<file path="config.mk">
export PLATFORM = sky130hd
export DESIGN_NAME = booth_product_accumulator
export DESIGN_NICKNAME = d
export VERILOG_FILES = /design/src/rtl/booth_product_accumulator.sv
export SDC_FILE = /design/constraint.sdc
export NUM_CORES = 1
export LEC_CHECK = 0
export CELL_PAD_IN_SITES_DETAIL_PLACEMENT = 1
export CELL_PAD_IN_SITES_GLOBAL_PLACEMENT = 1
export CORE_MARGIN = 1
export CORE_UTILIZATION = 34
export DETAILED_ROUTE_END_ITERATION = 7
export GPL_TIMING_DRIVEN = 0
export PLACE_DENSITY = 0.73
export SYNTH_ARGS = -nofsm -noshare
export SYNTH_HDL_FRONTEND = slang
export SYNTH_SLANG_ARGS = --single-unit
</file>
<file path="constraint.sdc">
create_clock -name clk -period 9.5 [get_ports clk]
set_clock_uncertainty 0.2 [all_clocks]
set_input_delay 2.85 -clock clk [delete_from_list [all_inputs] [get_ports clk]]
set_output_delay 2.85 -clock clk [all_outputs]
set_load 0.03 [all_outputs]
</file>
<file path="src/rtl/booth_product_accumulator.sv">
// Saturating accumulator for a stream of signed Booth products.
// Sums up to COUNT products per window (closed early by in_last), clamps
// to the signed ACC_WIDTH range with a sticky overflow flag, and holds the
// result until the downstream stage takes it.
//
// Handshake: a transfer happens on a rising edge where valid && ready are
// both high. The sender keeps valid and its data stable until that edge;
// ready may change freely and never depends on valid in the same cycle.
module booth_product_accumulator #(
  parameter int WIDTH     = 9,
  parameter int ACC_WIDTH = 24,
  parameter int COUNT     = 8
) (
  input  logic                           clk,
  input  logic                           rst_n,
  input  logic                           in_valid,
  output logic                           in_ready,
  input  logic signed [2*WIDTH-1:0]      in_prod,
  input  logic                           in_last,
  output logic                           out_valid,
  input  logic                           out_ready,
  output logic signed [ACC_WIDTH-1:0]    out_sum,
  output logic [$clog2(COUNT+1)-1:0]     out_count,
  output logic                           out_ovf,
  output logic                           dbg_state
);

  localparam int CW = $clog2(COUNT + 1);
  localparam logic [CW-1:0] COUNT_C = CW'(COUNT);
  localparam logic signed [ACC_WIDTH-1:0] ACC_MAX = {1'b0, {(ACC_WIDTH-1){1'b1}}};
  localparam logic signed [ACC_WIDTH-1:0] ACC_MIN = {1'b1, {(ACC_WIDTH-1){1'b0}}};

  typedef enum logic {
    ACCUM = 1'b0,
    HOLD  = 1'b1
  } state_t;

  state_t                       state;
  state_t                       state_next;
  logic signed [ACC_WIDTH-1:0]  acc;
  logic signed [ACC_WIDTH-1:0]  acc_next;
  logic signed [ACC_WIDTH:0]    sum_ext;
  logic [CW-1:0]                cnt;
  logic [CW-1:0]                cnt_inc;
  logic                         ovf;
  logic                         sat_hi;
  logic                         sat_lo;
  logic                         accept;
  logic                         close_win;
  logic                         release_res;

  assign accept      = in_valid && (state == ACCUM);
  assign cnt_inc     = cnt + CW'(1);
  assign close_win   = accept && (in_last || (cnt_inc == COUNT_C));
  assign release_res = (state == HOLD) && out_ready;

  // One guard bit is enough: ACC_WIDTH >= 2*WIDTH, so a single add of a
  // product to a clamped value can overshoot the range by at most one bit.
  always_comb begin
    sum_ext  = {acc[ACC_WIDTH-1], acc}
             + {{(ACC_WIDTH+1-2*WIDTH){in_prod[2*WIDTH-1]}}, in_prod};
    sat_hi   = !sum_ext[ACC_WIDTH] &&  sum_ext[ACC_WIDTH-1];
    sat_lo   =  sum_ext[ACC_WIDTH] && !sum_ext[ACC_WIDTH-1];
    acc_next = sum_ext[ACC_WIDTH-1:0];
    if (sat_hi) begin
      acc_next = ACC_MAX;
    end else if (sat_lo) begin
      acc_next = ACC_MIN;
    end
  end

  // Next-state: close a window into HOLD, release it on the output handshake.
  always_comb begin
    state_next = state;
    case (state)
      ACCUM:   if (close_win)   state_next = HOLD;
      HOLD:    if (release_res) state_next = ACCUM;
      default: state_next = ACCUM;
    endcase
  end

  // State register.
  always_ff @(posedge clk) begin
    if (!rst_n) begin
      state <= ACCUM;
    end else begin
      state <= state_next;
    end
  end

  // Window datapath: accumulate accepted beats, clear on reset or release.
  always_ff @(posedge clk) begin
    if (!rst_n || release_res) begin
      acc <= '0;
      cnt <= '0;
      ovf <= 1'b0;
    end else if (accept) begin
      acc <= acc_next;
      cnt <= cnt_inc;
      ovf <= ovf || sat_hi || sat_lo;
    end
  end

  // Results are only meaningful in HOLD; they read as zero while accumulating.
  assign in_ready  = (state == ACCUM);
  assign out_valid = (state == HOLD);
  assign out_sum   = out_valid ? acc : '0;
  assign out_count = out_valid ? cnt : '0;
  assign out_ovf   = out_valid && ovf;
  assign dbg_state = state;

endmodule
</file>
Figure 1. Register map, names as in the netlist.
Other sequential cells in the stronger gray, the rest of the logic in the fainter gray.
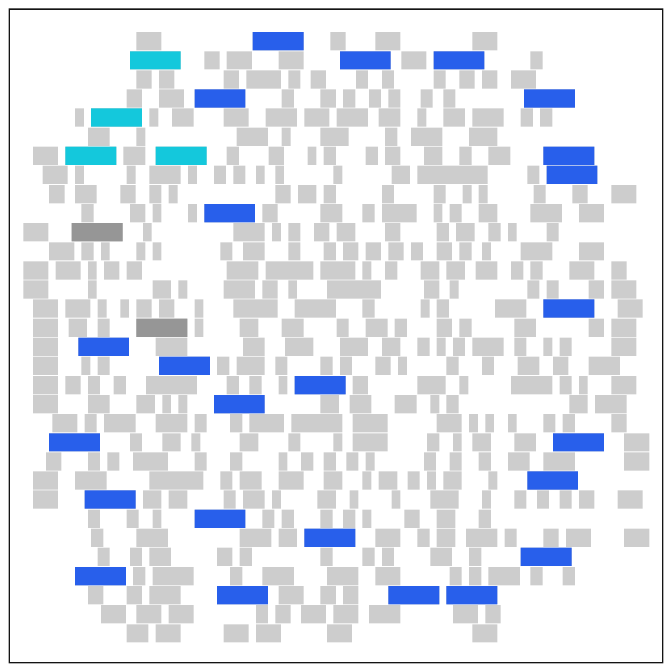
blue -> acc  # placed flops 24, where all over the die
cyan -> cnt  # placed flops 4, where top left
not colored = 2

Figure 2. Routing congestion.
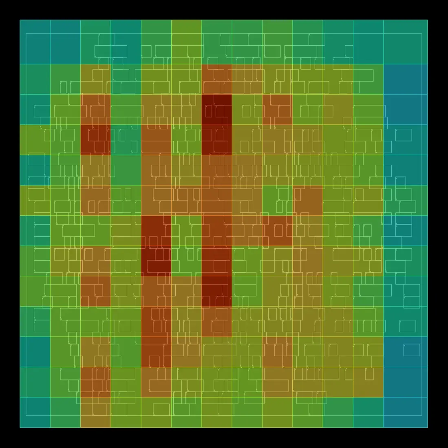
All-Layer GR Usage: 0.2155
Layout Utilization: 0.4544
drt wl/cell: 16.57 um

Figure 3. Pin placement.
Pins as bars across the die edge, other pins in gray.
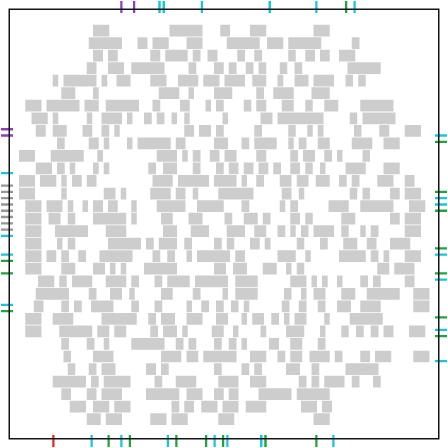
red -> clk  # pins 1, direction input, edge bottom
cyan -> out_sum  # pins 24, direction output, edge 7 right, 7 bottom, 6 top, 4 left
purple -> out_count  # pins 4, direction output, edge 2 top, 2 left
green -> in_prod  # pins 18, direction input, edge 7 right, 7 bottom, 3 left, 1 top

Figure 4. Clock network drawn from the DEF.
Bar = 20 um.
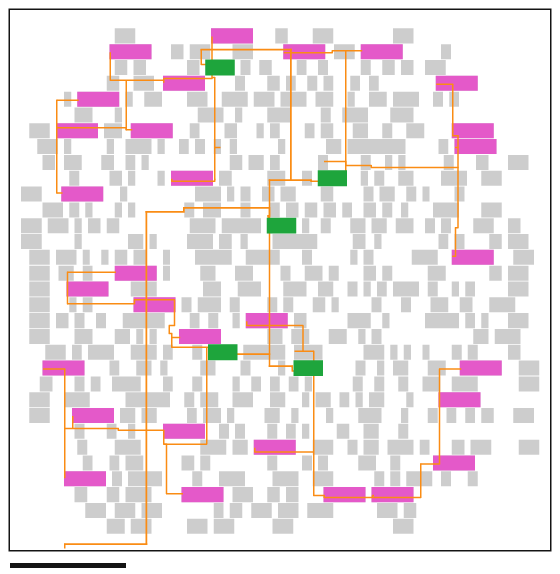
orange -> clock wires  # length 632 um
green -> cells driving clock nets  # count 5
magenta -> flip-flops  # count 30
flops lie = all over the die
routed clock nets = 6

Figure 5. Metal layers overlaid.
Bar = 20 um.
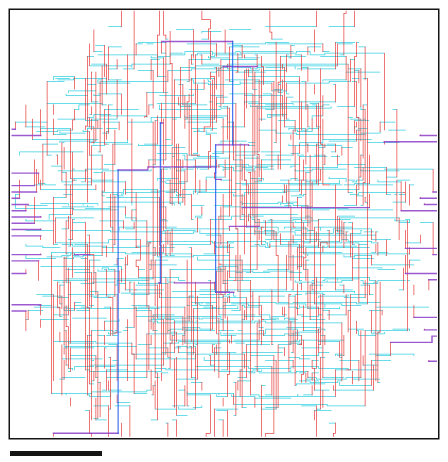
blue -> met4  # wire length 146 um
purple -> met3  # wire length 262 um
red -> met2  # wire length 4080 um
cyan -> met1  # wire length 4140 um

==> summary.txt <==
Finish-stage setup viols = 0
Status = completed
Yosys stat chip area = 2806 um2
Residual DRC = 0
Layout cells sized above 1 = 0.08831
Crit path DAT = 5780 ps
# diodes = 0
Worst Reg-to-Reg Cells = 12
Multi-input gates = 299
Synth warn = 0
RSZ-0062 raised after global routing = no
Comb group = 284 uW
Ys async rst share = 0
CTS tree = done
Clock sinks = 30
Placed Area = 3475 um2
Seq. cell area = 600.6 um2
Crit path max-delay family = AND-OR/OR-AND gates
TNS Setup = 0 ps
WL final = 8.631 mm
Clk pin slew, worst setup/hold paths = 80 ps
Max IR drop VDD = 0.06569 mV
Syn avg cell area = 7.861 um2
Htree depth = 2
Buf+Inv Stages, Crit Path = 3
Fill count = 977
## registers in the layout (all words and copies together), names as in the netlist
register / count
acc: 24
cnt: 4
dbg_state: 1
ovf: 1
## worst min-delay path, stage by stage, from the launching register on
cell and delay (ps):
dfxtp_1 330, nand2_1 60, o31ai_2 50
## kinds of logic after synthesis
group	after synthesis	synth area share
flip-flops	30	0.2140
XOR/XNOR	19	0.06197
AND/OR/NAND/NOR	103	0.1953
AND-OR/OR-AND	148	0.3495
buffers and inverters	28	0.04860
multiplexers	1	0.004012
adder cells (fa/ha/maj)	28	0.1266
## layer usage
metal | share of wire | vias up | GRT usage | wire length, um
li1 | - | 1416 | - | -
met3 | 0.030 | 10 | 0.03202 | 262
met1 | 0.48 | 1335 | 0.2810 | 4141
met5 | 0 | - | 0 | 0
met2 | 0.47 | 48 | 0.3609 | 4081
met4 | 0.017 | 0 | 0.07051 | 146
## final timing paths
check                           start                    to  slack [ps]
setup / recovery          in_prod[17]  acc[15]$_SDFFE_PP0P_        3690
hold / removal       ovf$_SDFFE_PP0P_      ovf$_SDFFE_PP0P_         260
setup reg to reg  acc[0]$_SDFFE_PP0P_  acc[15]$_SDFFE_PP0P_        6500
hold reg to reg      ovf$_SDFFE_PP0P_      ovf$_SDFFE_PP0P_         260
## synth_stat cells (2+ instances only)
cell type and instances:
buf_6 2, xor2_1 8, nor2b_1 4, nand4_1 4
xnor2_1 10, nand2b_1 4, o21a_1 5, o21ai_1 15
a21o_1 3, o21ai_0 38, o31ai_1 2, nand3_1 4
clkbuf_1 8, buf_4 3, inv_1 10, and2_1 30
maj3_2 2, nand2_1 22, a211oi_1 4, nor2_1 21
a31oi_1 2, o211ai_1 5, a21oi_1 49, dfxtp_1 30
ha_1 25, o31ai_2 2, a21oi_4 2, buf_2 4
nor3_1 4, o21bai_1 3
Power is estimated from default activity; no workload was simulated.
